### src/rtl/gpr_writeback.sv
// In-order writeback queue in front of the GPR file write port, with optional
// decode-stage forwarding of queued results (enabled by GPR_WB_FORWARD_EN).
`timescale 1ns/1ps

module gpr_writeback #(
  parameter int WordSize = 32,
  parameter int Depth    = 4
) (
  input  logic                clk,
  input  logic                rst,
  input  logic                alu_valid,
  output logic                alu_ready,
  input  logic [4:0]          alu_rd,
  input  logic [WordSize-1:0] alu_data,
  input  logic                lsu_valid,
  output logic                lsu_ready,
  input  logic [4:0]          lsu_rd,
  input  logic [WordSize-1:0] lsu_data,
  output logic                wbe,
  output logic [4:0]          rdn,
  output logic [WordSize-1:0] rdd,
  input  logic [4:0]          rs1n,
  input  logic [4:0]          rs2n,
  output logic                fwd1_hit,
  output logic                fwd2_hit,
  output logic [WordSize-1:0] fwd1_data,
  output logic [WordSize-1:0] fwd2_data,
  output logic                empty
);

  localparam int PtrW = $clog2(Depth);
  localparam int CntW = $clog2(Depth + 1);

  logic [4:0]          ent_rd_q   [Depth];
  logic [WordSize-1:0] ent_data_q [Depth];
  logic [PtrW-1:0]     head_q, head_d;
  logic [PtrW-1:0]     tail_q, tail_d;
  logic [CntW-1:0]     count_q, count_d;

  logic                full;
  logic                push_fire;
  logic                push_en;
  logic                pop;
  logic [4:0]          push_rd;
  logic [WordSize-1:0] push_data;

  assign full      = (count_q == CntW'(Depth));
  assign lsu_ready = !full;
  assign alu_ready = !full && !lsu_valid;

  // Only one source can be granted per cycle, so the mux select is simply lsu_valid.
  assign push_fire = (lsu_valid && lsu_ready) || (alu_valid && alu_ready);
  assign push_rd   = lsu_valid ? lsu_rd   : alu_rd;
  assign push_data = lsu_valid ? lsu_data : alu_data;
  assign push_en   = push_fire && (push_rd != 5'd0);

  assign pop   = (count_q != '0);
  assign empty = !pop;
  assign wbe   = pop;
  assign rdn   = pop ? ent_rd_q[head_q]   : 5'd0;
  assign rdd   = pop ? ent_data_q[head_q] : '0;

  always_comb begin
    head_d  = head_q;
    tail_d  = tail_q;
    count_d = count_q;
    if (push_en) begin
      tail_d = tail_q + PtrW'(1);
    end
    if (pop) begin
      head_d = head_q + PtrW'(1);
    end
    case ({push_en, pop})
      2'b10:   count_d = count_q + CntW'(1);
      2'b01:   count_d = count_q - CntW'(1);
      default: count_d = count_q;
    endcase
  end

  always_ff @(posedge clk) begin
    if (rst) begin
      head_q  <= '0;
      tail_q  <= '0;
      count_q <= '0;
    end else begin
      head_q  <= head_d;
      tail_q  <= tail_d;
      count_q <= count_d;
    end
  end

  // Entry storage is deliberately left out of reset; count_q alone defines validity.
  always_ff @(posedge clk) begin
    if (push_en) begin
      ent_rd_q[tail_q]   <= push_rd;
      ent_data_q[tail_q] <= push_data;
    end
  end

`ifdef GPR_WB_FORWARD_EN
  logic [4:0] rs_n [2];
  assign rs_n[0] = rs1n;
  assign rs_n[1] = rs2n;

  for (genvar gi = 0; gi < 2; gi++) begin : g_fwd
    logic                hit;
    logic [WordSize-1:0] data;

    // Walk oldest to youngest so a later (younger) match overrides an earlier one.
    always_comb begin
      hit  = 1'b0;
      data = '0;
      for (int k = 0; k < Depth; k++) begin
        if ((CntW'(k) < count_q) && (rs_n[gi] != 5'd0) &&
            (ent_rd_q[head_q + PtrW'(k)] == rs_n[gi])) begin
          hit  = 1'b1;
          data = ent_data_q[head_q + PtrW'(k)];
        end
      end
    end
  end

  assign fwd1_hit  = g_fwd[0].hit;
  assign fwd1_data = g_fwd[0].data;
  assign fwd2_hit  = g_fwd[1].hit;
  assign fwd2_data = g_fwd[1].data;
`else
  logic unused_rs;
  assign unused_rs = ^{rs1n, rs2n};

  assign fwd1_hit  = 1'b0;
  assign fwd2_hit  = 1'b0;
  assign fwd1_data = '0;
  assign fwd2_data = '0;
`endif

endmodule
### config.mk
export PLATFORM = sky130hd
export DESIGN_NAME = gpr_writeback
export DESIGN_NICKNAME = d
export VERILOG_FILES = /design/src/rtl/gpr_writeback.sv
export SDC_FILE = /design/constraint.sdc
export NUM_CORES = 1
export LEC_CHECK = 0
export ABC_CLOCK_PERIOD_IN_PS = 4100
export CAP_MARGIN = 30
export CORE_MARGIN = 4
export CORE_UTILIZATION = 52
export DETAILED_ROUTE_END_ITERATION = 8
export PLACE_DENSITY_LB_ADDON = 0.1
export SETUP_SLACK_MARGIN = 0.5
export SLEW_MARGIN = 20
export SYNTH_ARGS = -nofsm -noshare
export SYNTH_HDL_FRONTEND = slang
export SYNTH_SLANG_ARGS = --single-unit
### constraint.sdc
create_clock -name clk -period 4.1 [get_ports clk]
set_input_delay 1.025 -clock clk [delete_from_list [all_inputs] [get_ports clk]]
set_output_delay 1.025 -clock clk [all_outputs]
set_load 0.005 [all_outputs]
### Metal 1, run 1

Cells faint in the background.
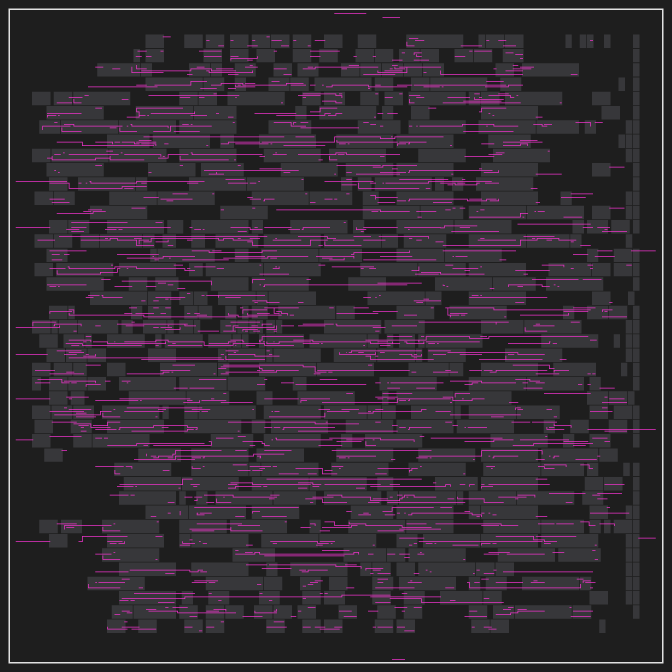
longest straight run: 39.6 microns
wire length on this layer: 4760 microns
share of all routed wire: 38%
main direction: horizontal

### Clock nets, run 1

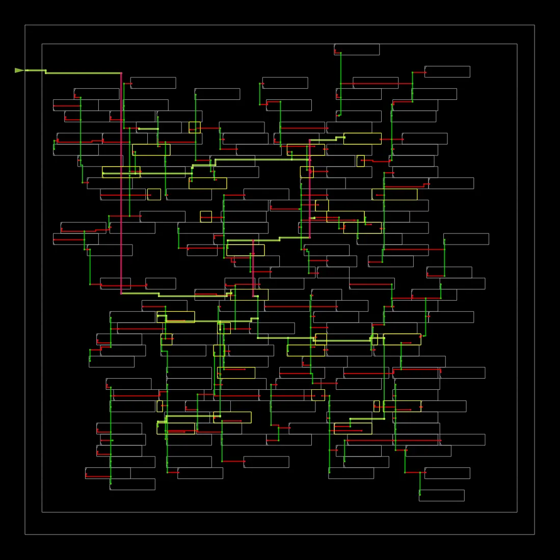
Latency at later pin: 0.41 ns
Sink Count: 157
clock network power: 1.43 mW
registers: 157
cts bufs inserted: 17

==> reports/qor.yml, run 1 <==
worst_pin_slew_ns: 0.539
setup_slack_ns: 0.755
status: "complete, no violations"
path_clk_slew_ns: 0.06
crit_fanout: 31
worstHoldStart: "count_q[2]"
synth_seq_share_pct: 65.8
p_comb_mw: 1.90
cp.arrival_ns: 2.32
rr_startpoint: "count_q[1]"
cp-start-kind: "register"
hold_slack_ns: 0.511
clockBufferDepth: 2
fin_nets: 626
utilization_pct: 66.3
initial_core_util_pct: 53.1
ys_types: 28
ys_cells: 401
path_buffers: 2
drt-vias-per-instance: 5.05
hold_buffers: 0
avgSynthCellArea_sq_um: 17.5
grt_pass1_wl_microns: 19700
drc: 0
cp-end-kind: "primary output"
critical-path-top-delay-family: "buffers and inverters"
rows: 42
ys_warn_count: 0
place.detailed.hpwl_microns: 8230
ioPinCount: 195
required_ns: 3.07
final_cells: 721
slowest_stage: "or3_1"
antenna_found_initial: 0
grt-ovfl-total: 0
die_w_microns: 124
antenna_cells: 0
p_sw_share_pct: 27.2
rsz0062_at_grt: "false"
crit_chain: "or3_1 -> buf_4 -> and2_1 -> clkdlybuf4s50_1"
chipArea_sq_um: 15400
design_area_sq_um: 8790
seq_power_share_pct: 40.6
crit_type: "register to primary output"
die_y_microns: 124
fin_worst_skew_ns: 0.00593
htreeDepth: 4
numPortBuffers: 118
holdPathEnd: "count_q[2]"
totalWireLength_microns: 12400
### Met3 routing, run 1

Bar = 20 microns.
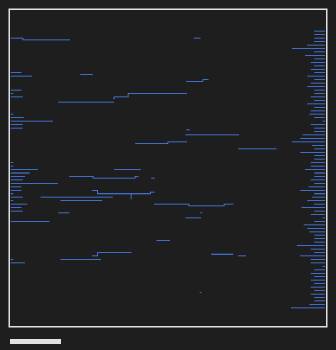
wire length on this layer: 933 microns
longest straight run: 28.1 microns

run 1: metal layers:
metal  track usage, %  wire, microns  vias up  share of wire [%]
met1             19.6           4760     1826                 38
met4             5.03            122        0               0.98
met3             5.66            933       11                7.5
met2             28.8           6620      156                 53
li1                 -              -     1645                  -
met5                0              0        -                  0
run 1: sequential cells by signal, summed over array words and instances (netlist names), named ones only:
register / flops
ent_data_q: 128
ent_rd_q: 20
count_q: 3
head_q: 2
tail_q: 2
run 1: kinds of logic (layout without fill, tap and decap cells):
family / after synthesis / count (layout) / share of synthesized area (%)
compound gates: 3 / 3 / 0.213
xor+xnor: 4 / 4 / 0.498
fa+ha+maj: 6 / 6 / 1.17
buf+inv: 91 / 170 / 8.61
flops: 157 / 157 / 65.8
mux: 76 / 76 / 18.1
other cells: 1 / 66 / 0.0533
simple gates: 63 / 63 / 5.57
run 1: area by class of cell:
class | instances | area [sq um]
tap | 176 | 220
sequential | 157 | 4630
inverter | 8 | 30.0
fill | 905 | 4460
multi-input combinational | 218 | 2050
clock inverter | 14 | 124
timing repair buffer | 130 | 1300
clock buffer | 18 | 429
run 1: synthesized netlist by cell type (all sizes together):
cell / count / area, sq um
buf: 77 / 552
or4b: 1 / 10.0
ha: 5 / 62.6
mux2: 38 / 432
mux4: 37 / 833
nor2: 11 / 41.3
o21ai: 1 / 5.00
or4: 1 / 7.51
clkbuf: 6 / 23.8
nand2b: 2 / 12.5
mux2i: 1 / 10.0
or3: 2 / 12.5
nor4: 1 / 21.3
xnor2: 1 / 8.76
and2: 42 / 263
nor3: 2 / 20.0
edfxtp: 148 / 4440
inv: 8 / 30.0
fa: 1 / 20.0
conb: 1 / 3.75
nand2: 1 / 3.75
a21oi: 2 / 10.0
xor2: 3 / 26.3
dfxtp: 9 / 180
==> run 2: changes to the inputs <==
--- a/config.mk
+++ b/config.mk
@@ -5,10 +5,10 @@
 export SDC_FILE = /design/constraint.sdc
 export NUM_CORES = 1
 export LEC_CHECK = 0
-export ABC_CLOCK_PERIOD_IN_PS = 4100
+export ABC_CLOCK_PERIOD_IN_PS = 3040
 export CAP_MARGIN = 30
 export CORE_MARGIN = 4
-export CORE_UTILIZATION = 52
+export CORE_UTILIZATION = 44
 export DETAILED_ROUTE_END_ITERATION = 8
 export PLACE_DENSITY_LB_ADDON = 0.1
 export SETUP_SLACK_MARGIN = 0.5
==> constraint.sdc (replaced) <==
create_clock -name clk -period 3.04 [get_ports clk]
set_input_delay 0.76 -clock clk [delete_from_list [all_inputs] [get_ports clk]]
set_output_delay 0.76 -clock clk [all_outputs]
set_load 0.005 [all_outputs]
### Wire density map, run 2

Bar = 50 microns. The die is cut into 27 by 27 equal tiles; dark purple is low, yellow is high, scaled to the fullest tile. Values are wire area over tile area, all layers added.
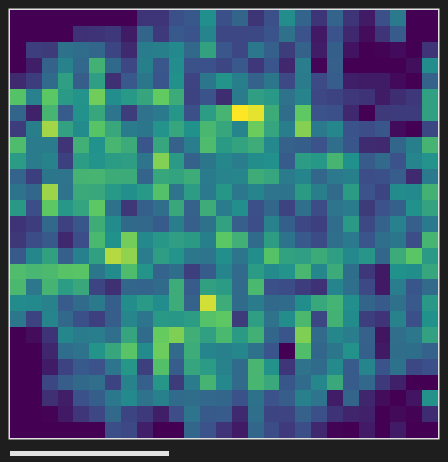
mean over tiles: 0.12
fullest tile: 0.34
emptiest ninth of the die: top right
nearly empty tiles: 8.2%
tiles over half the peak: 25%

### Signal wires on met2, run 2

Bar = 50 microns.
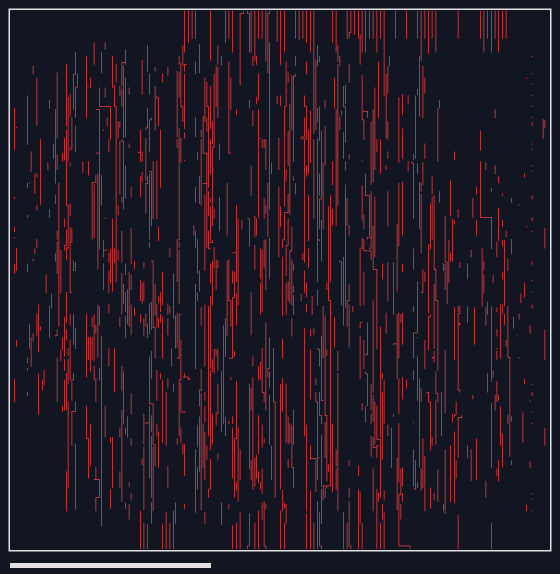
share of all routed wire: 51%
longest straight run: 47.3 microns
wire length on this layer: 7100 microns
main direction: vertical
DRT Wirelength: 13800 microns
vias: 3731
GRT met2 Usage: 26.7%

==> run 2 against run 1 <==
Net effect:
- design area rose by 8.0%
- non-clock buffer count grew 37
- die size grew 17%
- total power is 54% higher
- hold slack improved by 0.014 ns
- sequential share of layout area decreased by 3.9 points
- sequential cell count did not move
- synthesized cell count did not move
- critical path type unchanged
- highest routed layer unchanged
==> reports/qor.yml, run 2 <==
status: "complete, no violations"
drt-vias-per-instance: 4.70
top_register: "ent_data_q"
critical-path-top-delay-family: "buffers and inverters"
top_layer: "met4"
slowest_stage: "mux4_2"
synthFlopType: "edfxtp_1"
numCtsBuffers: 17
p_sw_share_pct: 26.6
drc: 0
crit_fanout: 7
ys_types: 28
initial_core_util_pct: 45.6
utilization_pct: 61.5
grt-busiest-layer: "met2"
edf_count: 148
synth_top_cell_by_count: "edfxtp_1"
path_buffers: 5
cts_num_sinks: 157
fin_worst_skew_ns: 0.0122
clockBufferDepth: 2
common_cells: "edfxtp_1, buf_4, and2_1, mux2_2, mux4_2"
ys_cells: 401
cp-end-kind: "primary output"
ioPinCount: 195
die_w_microns: 134
crit_type: "register to primary output"
ys_warn_count: 0
cp.arrival_ns: 1.99
setup_slack_ns: 0.289
rsz0062_at_grt: "true"
required_ns: 2.28
met3_usage_pct: 4.76
hold_slack_ns: 0.525
clk_latency_ns: 0.42
largest_reg_flops: 128
synth_top_area_share_pct: 63.2
reg_top3: "ent_data_q x128, ent_rd_q x20, count_q x3"
grtUsageMet1_pct: 19.9
chipArea_sq_um: 18100
htreeDepth: 4
place.detailed.hpwl_microns: 8630
wl_met3_microns: 780
wl_met1_microns: 5850
path_clk_slew_ns: 0.06
avgSynthCellArea_sq_um: 17.5
design_area_sq_um: 9490
==> run 2: cell counts after synthesis <==
Identical to the previous run, type by type.
==> run 2: final cells by class <==
| type | count | area, sq um |
|---|---|---|
| Timing Repair Buffer | 167 | 1780 |
| Tap cell | 211 | 264 |
| Multi-Input combinational cell | 218 | 2160 |
| Fill cell | 1187 | 5940 |
| Sequential cell | 157 | 4630 |
| Inverter | 8 | 30.0 |
| Clock inverter | 13 | 191 |
| Clock buffer | 19 | 433 |
==> run 2: power by group through the flow <==
stage | sequential, mW | clock (mW) | combinational, mW
global placement | 3.06 | 0 | 2.74
CTS | 3.05 | 2.23 | 3.23
finish | 3.05 | 2.19 | 3.41
detailed placement | 3.09 | 0 | 2.76
global route | 3.09 | 2.34 | 3.71
floorplan | 3.04 | 0 | 1.49
==> run 2: kinds of logic after synthesis <==
logic type                 after synthesis  share of synthesized area (%)
muxes                                   76                           18.1
buffers and inverters                   91                           8.61
DFF                                    157                           65.8
AOI/OAI and AO/OA                        3                          0.213
and+or+nand+nor                         63                           5.57
adders and majority gates                6                           1.17
xor gates and xnor gates                 4                          0.498
other                                    1                         0.0533
==> run 2: worst min-delay path: stages, from the launching register on <==
cell	delay, ns
dfxtp_1	0.32
xor2_1	0.06
nor2_1	0.10
==> run 2: final timing paths <==
check,from,slack [ns],depth (start not counted),endpoint
min,head_q[1],0.52,2,register
min reg2reg,head_q[1],0.52,2,register
max,register,0.29,7,rdn[1]
max reg2reg,count_q[1],0.91,10,count_q[2]
==> run 2: what timing repair did <==
item,CTS,global route
resized,221,37
setup buffers,22,3
setup endpoints to repair,41,39
pin swaps,35,9
gates cloned,4,0
Power and IR drop assume default switching activity.
